M1 wires:
Scale bar: 100 µm.
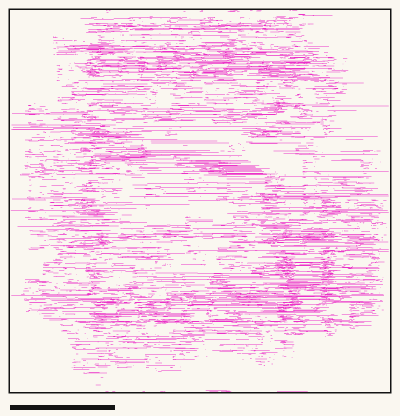
Close-up of the layout:
Scale bar: 20 µm. Window x 156 to 206, y 230 to 280 µm. Cells in grey, sequential cells in the stronger grey; small squares are vias.
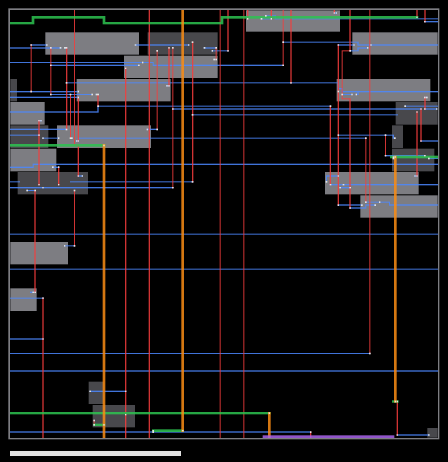
Clock nets:
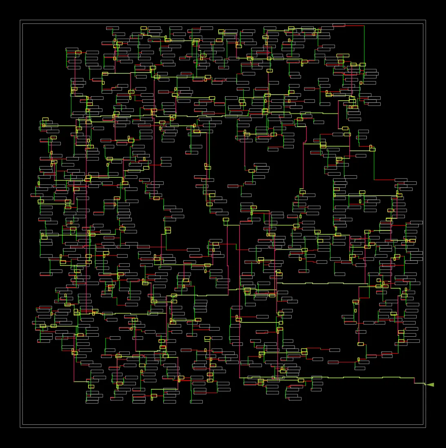
Pin placement:
Scale bar: 100 µm. Pins as bars across the die edge, other pins in grey.
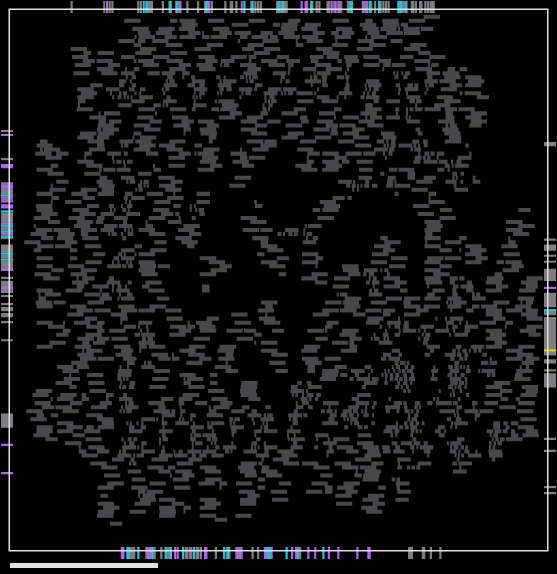
**src/rtl/atto_buffered_router.sv**
```systemverilog
// Three-input (north/east/PE), three-output (south/west/PE) buffered XY router.
// Each input has a FIFO; each outport has one output register with round-robin arbitration.
module atto_buffered_router #(
    parameter int X_LOCAL    = 2,
    parameter int Y_LOCAL    = 2,
    parameter int COORD_W    = 4,
    parameter int DATA_W     = 48,
    parameter int FIFO_DEPTH = 4
) (
    input  logic                      clka,
    input  logic                      rsta,
    input  logic [DATA_W-1:0]         north_din,
    input  logic                      north_din_valid,
    output logic                      north_din_ready,
    input  logic [DATA_W-1:0]         east_din,
    input  logic                      east_din_valid,
    output logic                      east_din_ready,
    input  logic [DATA_W-1:0]         pe_din,
    input  logic                      pe_din_valid,
    output logic                      pe_din_ready,
    output logic [DATA_W-1:0]         south_dout,
    output logic                      south_dout_valid,
    input  logic                      south_dout_ready,
    output logic [DATA_W-1:0]         west_dout,
    output logic                      west_dout_valid,
    input  logic                      west_dout_ready,
    output logic [DATA_W-2*COORD_W-1:0] pe_dout,
    output logic                      pe_dout_valid,
    input  logic                      pe_dout_ready
);

    localparam int PAY_W = DATA_W - 2*COORD_W;
    localparam int PTR_W = $clog2(FIFO_DEPTH);
    localparam int CNT_W = $clog2(FIFO_DEPTH + 1);
    localparam int NPORT = 3;

    typedef enum logic [1:0] {
        OUT_WEST  = 2'd0,
        OUT_SOUTH = 2'd1,
        OUT_PE    = 2'd2
    } out_e;

    logic [DATA_W-1:0] din [NPORT];
    logic [NPORT-1:0]  din_valid;
    logic [NPORT-1:0]  din_ready;
    logic [NPORT-1:0]  push;
    logic [NPORT-1:0]  pop;
    logic [NPORT-1:0]  head_valid;
    logic [DATA_W-1:0] head [NPORT];
    out_e              route [NPORT];

    logic [DATA_W-1:0] mem_q [NPORT][FIFO_DEPTH];
    logic [PTR_W-1:0]  rd_ptr_q [NPORT];
    logic [PTR_W-1:0]  rd_ptr_d [NPORT];
    logic [PTR_W-1:0]  wr_ptr_q [NPORT];
    logic [PTR_W-1:0]  wr_ptr_d [NPORT];
    logic [CNT_W-1:0]  count_q [NPORT];
    logic [CNT_W-1:0]  count_d [NPORT];

    logic [NPORT-1:0]  dout_ready;
    logic [NPORT-1:0]  can_load;
    logic [NPORT-1:0]  gnt_any;
    logic [1:0]        win [NPORT];
    logic [1:0]        cand;
    logic [1:0]        rr_q [NPORT];
    logic [1:0]        rr_d [NPORT];
    logic [NPORT-1:0]  out_valid_q;
    logic [NPORT-1:0]  out_valid_d;
    logic [DATA_W-1:0] west_data_q;
    logic [DATA_W-1:0] west_data_d;
    logic [DATA_W-1:0] south_data_q;
    logic [DATA_W-1:0] south_data_d;
    logic [PAY_W-1:0]  pe_data_q;
    logic [PAY_W-1:0]  pe_data_d;

    function automatic logic [PTR_W-1:0] ptr_inc(input logic [PTR_W-1:0] p);
        return (p == PTR_W'(FIFO_DEPTH - 1)) ? '0 : p + 1'b1;
    endfunction

    function automatic logic [1:0] rot3(input logic [1:0] p, input int unsigned k);
        int unsigned s;
        s = 32'(p) + k;
        return 2'(s % 3);
    endfunction

    assign din[0]     = north_din;
    assign din[1]     = east_din;
    assign din[2]     = pe_din;
    assign din_valid  = {pe_din_valid, east_din_valid, north_din_valid};
    assign dout_ready = {pe_dout_ready, south_dout_ready, west_dout_ready};

    assign north_din_ready = din_ready[0];
    assign east_din_ready  = din_ready[1];
    assign pe_din_ready    = din_ready[2];

    assign west_dout        = west_data_q;
    assign south_dout       = south_data_q;
    assign pe_dout          = pe_data_q;
    assign west_dout_valid  = out_valid_q[OUT_WEST];
    assign south_dout_valid = out_valid_q[OUT_SOUTH];
    assign pe_dout_valid    = out_valid_q[OUT_PE];

    always_comb begin
        for (int unsigned i = 0; i < NPORT; i++) begin
            din_ready[i]  = count_q[i] < CNT_W'(FIFO_DEPTH);
            head_valid[i] = count_q[i] != '0;
            head[i]       = mem_q[i][rd_ptr_q[i]];
            push[i]       = din_valid[i] & din_ready[i];
            if (head[i][DATA_W-1 -: COORD_W] != COORD_W'(X_LOCAL)) begin
                route[i] = OUT_WEST;
            end else if (head[i][DATA_W-1-COORD_W -: COORD_W] != COORD_W'(Y_LOCAL)) begin
                route[i] = OUT_SOUTH;
            end else begin
                route[i] = OUT_PE;
            end
        end
    end

    // Each head requests exactly one outport, so per-FIFO pops never exceed one.
    always_comb begin
        cand = '0;
        for (int unsigned o = 0; o < NPORT; o++) begin
            can_load[o] = ~out_valid_q[o] | dout_ready[o];
            gnt_any[o]  = 1'b0;
            win[o]      = '0;
            rr_d[o]     = rr_q[o];
            for (int unsigned k = 0; k < NPORT; k++) begin
                cand = rot3(rr_q[o], k);
                if (can_load[o] && !gnt_any[o] && head_valid[cand] && route[cand] == out_e'(o)) begin
                    gnt_any[o] = 1'b1;
                    win[o]     = cand;
                end
            end
            if (gnt_any[o]) begin
                rr_d[o] = (win[o] == 2'd2) ? 2'd0 : win[o] + 2'd1;
            end
        end
        for (int unsigned i = 0; i < NPORT; i++) begin
            pop[i] = 1'b0;
            for (int unsigned o = 0; o < NPORT; o++) begin
                if (gnt_any[o] && win[o] == 2'(i)) begin
                    pop[i] = 1'b1;
                end
            end
        end
    end

    always_comb begin
        for (int unsigned i = 0; i < NPORT; i++) begin
            rd_ptr_d[i] = pop[i]  ? ptr_inc(rd_ptr_q[i]) : rd_ptr_q[i];
            wr_ptr_d[i] = push[i] ? ptr_inc(wr_ptr_q[i]) : wr_ptr_q[i];
            case ({push[i], pop[i]})
                2'b10:   count_d[i] = count_q[i] + 1'b1;
                2'b01:   count_d[i] = count_q[i] - 1'b1;
                default: count_d[i] = count_q[i];
            endcase
        end
    end

    always_comb begin
        west_data_d  = west_data_q;
        south_data_d = south_data_q;
        pe_data_d    = pe_data_q;
        for (int unsigned o = 0; o < NPORT; o++) begin
            out_valid_d[o] = gnt_any[o] | (out_valid_q[o] & ~dout_ready[o]);
        end
        if (gnt_any[OUT_WEST])  west_data_d  = head[win[OUT_WEST]];
        if (gnt_any[OUT_SOUTH]) south_data_d = head[win[OUT_SOUTH]];
        if (gnt_any[OUT_PE])    pe_data_d    = head[win[OUT_PE]][PAY_W-1:0];
    end

    always_ff @(posedge clka or negedge rsta) begin
        if (!rsta) begin
            for (int unsigned i = 0; i < NPORT; i++) begin
                rd_ptr_q[i] <= '0;
                wr_ptr_q[i] <= '0;
                count_q[i]  <= '0;
                rr_q[i]     <= '0;
            end
            out_valid_q  <= '0;
            west_data_q  <= '0;
            south_data_q <= '0;
            pe_data_q    <= '0;
        end else begin
            for (int unsigned i = 0; i < NPORT; i++) begin
                rd_ptr_q[i] <= rd_ptr_d[i];
                wr_ptr_q[i] <= wr_ptr_d[i];
                count_q[i]  <= count_d[i];
                rr_q[i]     <= rr_d[i];
            end
            out_valid_q  <= out_valid_d;
            west_data_q  <= west_data_d;
            south_data_q <= south_data_d;
            pe_data_q    <= pe_data_d;
        end
    end

    always_ff @(posedge clka) begin
        for (int unsigned i = 0; i < NPORT; i++) begin
            if (push[i]) begin
                mem_q[i][wr_ptr_q[i]] <= din[i];
            end
        end
    end

endmodule

```
**config.mk**
```make
export PLATFORM = sky130hd
export DESIGN_NAME = atto_buffered_router
export DESIGN_NICKNAME = d
export VERILOG_FILES = /design/src/rtl/atto_buffered_router.sv
export SDC_FILE = /design/constraint.sdc
export NUM_CORES = 1
export LEC_CHECK = 0
export CAP_MARGIN = 10
export CELL_PAD_IN_SITES_DETAIL_PLACEMENT = 1
export CELL_PAD_IN_SITES_GLOBAL_PLACEMENT = 1
export CORE_AREA = 2 2 361 363
export CTS_BUF_LIST = sky130_fd_sc_hd__clkbuf_8
export DETAILED_ROUTE_END_ITERATION = 10
export DIE_AREA = 0 0 363 365
export DONT_BUFFER_PORTS = 1
export PLACE_DENSITY_LB_ADDON = 0.15
export SETUP_SLACK_MARGIN = 0.05
export SLEW_MARGIN = 0
export SYNTH_ARGS = -nofsm -noshare
export SYNTH_HDL_FRONTEND = slang
export SYNTH_SLANG_ARGS = --single-unit
```
**constraint.sdc**
```tcl
create_clock -name clka -period 10.85 [get_ports clka]
set_input_delay 2.17 -clock clka [delete_from_list [all_inputs] [get_ports clka]]
set_output_delay 2.17 -clock clka [all_outputs]
set_load 0.05 [all_outputs]
```
==> Changelog: implementation <==
### Implementation results

* Status: complete, no violations
* Std cell rows at 132
* Cell taking the most area after synthesis: edfxtp_1
* Synth logic family: multiplexers
* Pin count of the biggest net entering global routing at 167
* Busiest metal layer after global routing: met2
* Sw frac at 44.21%
* Met2 Resource Use GR at 26.22%
* Data buffer area share at 0.4416%
* Logic area at 0.007487 mm²
* Required @ worst endpoint at 11.58 ns
* Worst Max-Slew Pin Slew at 1.070 ns
* Xor/xnor share of the synthesized area at 0.2683%
* Dominant cell area share at 58.86%
* Gate Count Post-Synth at 1636
* Fraction of area in registers at 63.16%
* Drt first pass iters at 8
* Comb group at 3.79 mW
* Post-CTS Setup Bufs at 0
* CP endpoint: count_q[4]
* CTS Hold Bufs at 0
* Post-Syn Area at 0.02938 mm²
* Relative slew slack at 28.63%
* Worst path depth at 13
* Finished Core Util at 26.43%
* Adder Share, Synth at 1.226%
* Setup crit end kind: flop
* Synth Seq Share at 73.00%
* Share of layout cells above drive strength 1 at 21.41%
* Detailed Place HPWL at 63950 µm
* Clk_lat worst skew at 0.83 ns
* Top class by area: flip-flops and latches
* Antenna Violating Nets Remaining at 0
* Peak VDD IR at 0.2251 mV
* FMAX at 0.1675 GHz
* Yosys reg bits at 742
* ClkCell Share at 7.802%
* Main flop type: edfxtp_1
* Number of cells in Yosys stat at 1636
* DRC errors left at 0
* Met3 Usage GRT at 6.698%
* PD cells at 340.7 mW/mm²
* Worst path top cell family by delay: simple AND/OR/NAND/NOR gates
* Met3 wire length at 9944 µm
* WHS at 0.5183 ns
* Crit Path Class: reg -> reg
* Combinational power share at 32.7%
* Avg Cell Area, Syn at 17.96 µm²
* Area post-placement at 0.03133 mm²
* Clk pwr share at 22.4%
* Non-filler instance count after layout at 3497
* Layout area overhead at 15.70%
* WP buf/inv at 3
* Crit path DAT at 6.70 ns
* Max_cap viols at 0
-- 'M1 wires' (at the start) --
- wire length on this layer: 39.9 mm
- nets with wire on the layer: 1812
- main direction: horizontal
- longest straight run: 135 µm
- share of all routed wire: 38%

-- 'close-up of the layout' (at the start) --
- red: met2
- green: met3
- blue: met1
- purple: met5
- orange: met4
- sequential cells in the window: 10
- netlist names of flops here include: mem_q (10)
- cells with their middle in the window: 19
- most frequent: edfxtp_1 (10), mux4_2 (3), clkbuf_8 (3)

-- 'clock nets' (at the start) --
Clock Sinks: 742
Clock group: 2.60 mW
TritonCTS buffer count: 140
# clk buffers: 158
Post-Route Skew: 0.04314 ns

-- 'pin placement' (at the start) --
- cyan: pe_dout (pins 40; direction output; edge 17 north, 15 south, 7 west, 1 east)
- yellow: west_dout_ready (pins 1; direction input; edge east)
- purple: north_din (pins 48; direction input; edge 21 south, 15 west, 11 north, 1 east)
Port Buffer Count: 0
die extent in y: 365 µm
die x size: 363 µm

worst min path at each step:
| stage | cells after the start | endpoint |
|---|---|---|
| 2_1_floorplan | 1 | rr_q[3] |
| 3_3_place_gp | 1 | rr_q[1] |
| 3_5_place_dp | 1 | rr_q[3] |
| 4_1_cts | 1 | rr_q[3] |
| 5_1_grt | 1 | rr_q[1] |
| 6_report | 1 | rr_q[3] |
flip-flops by register name (all words and copies together) (netlist names):
register	count
mem_q	576
count_q	9
pe_dout	40
out_valid_q	3
rr_q	6
wr_ptr_q	6
west_dout	48
south_dout	48
rd_ptr_q	6
Power figures rest on the tool's default switching activity, not on a simulated workload.
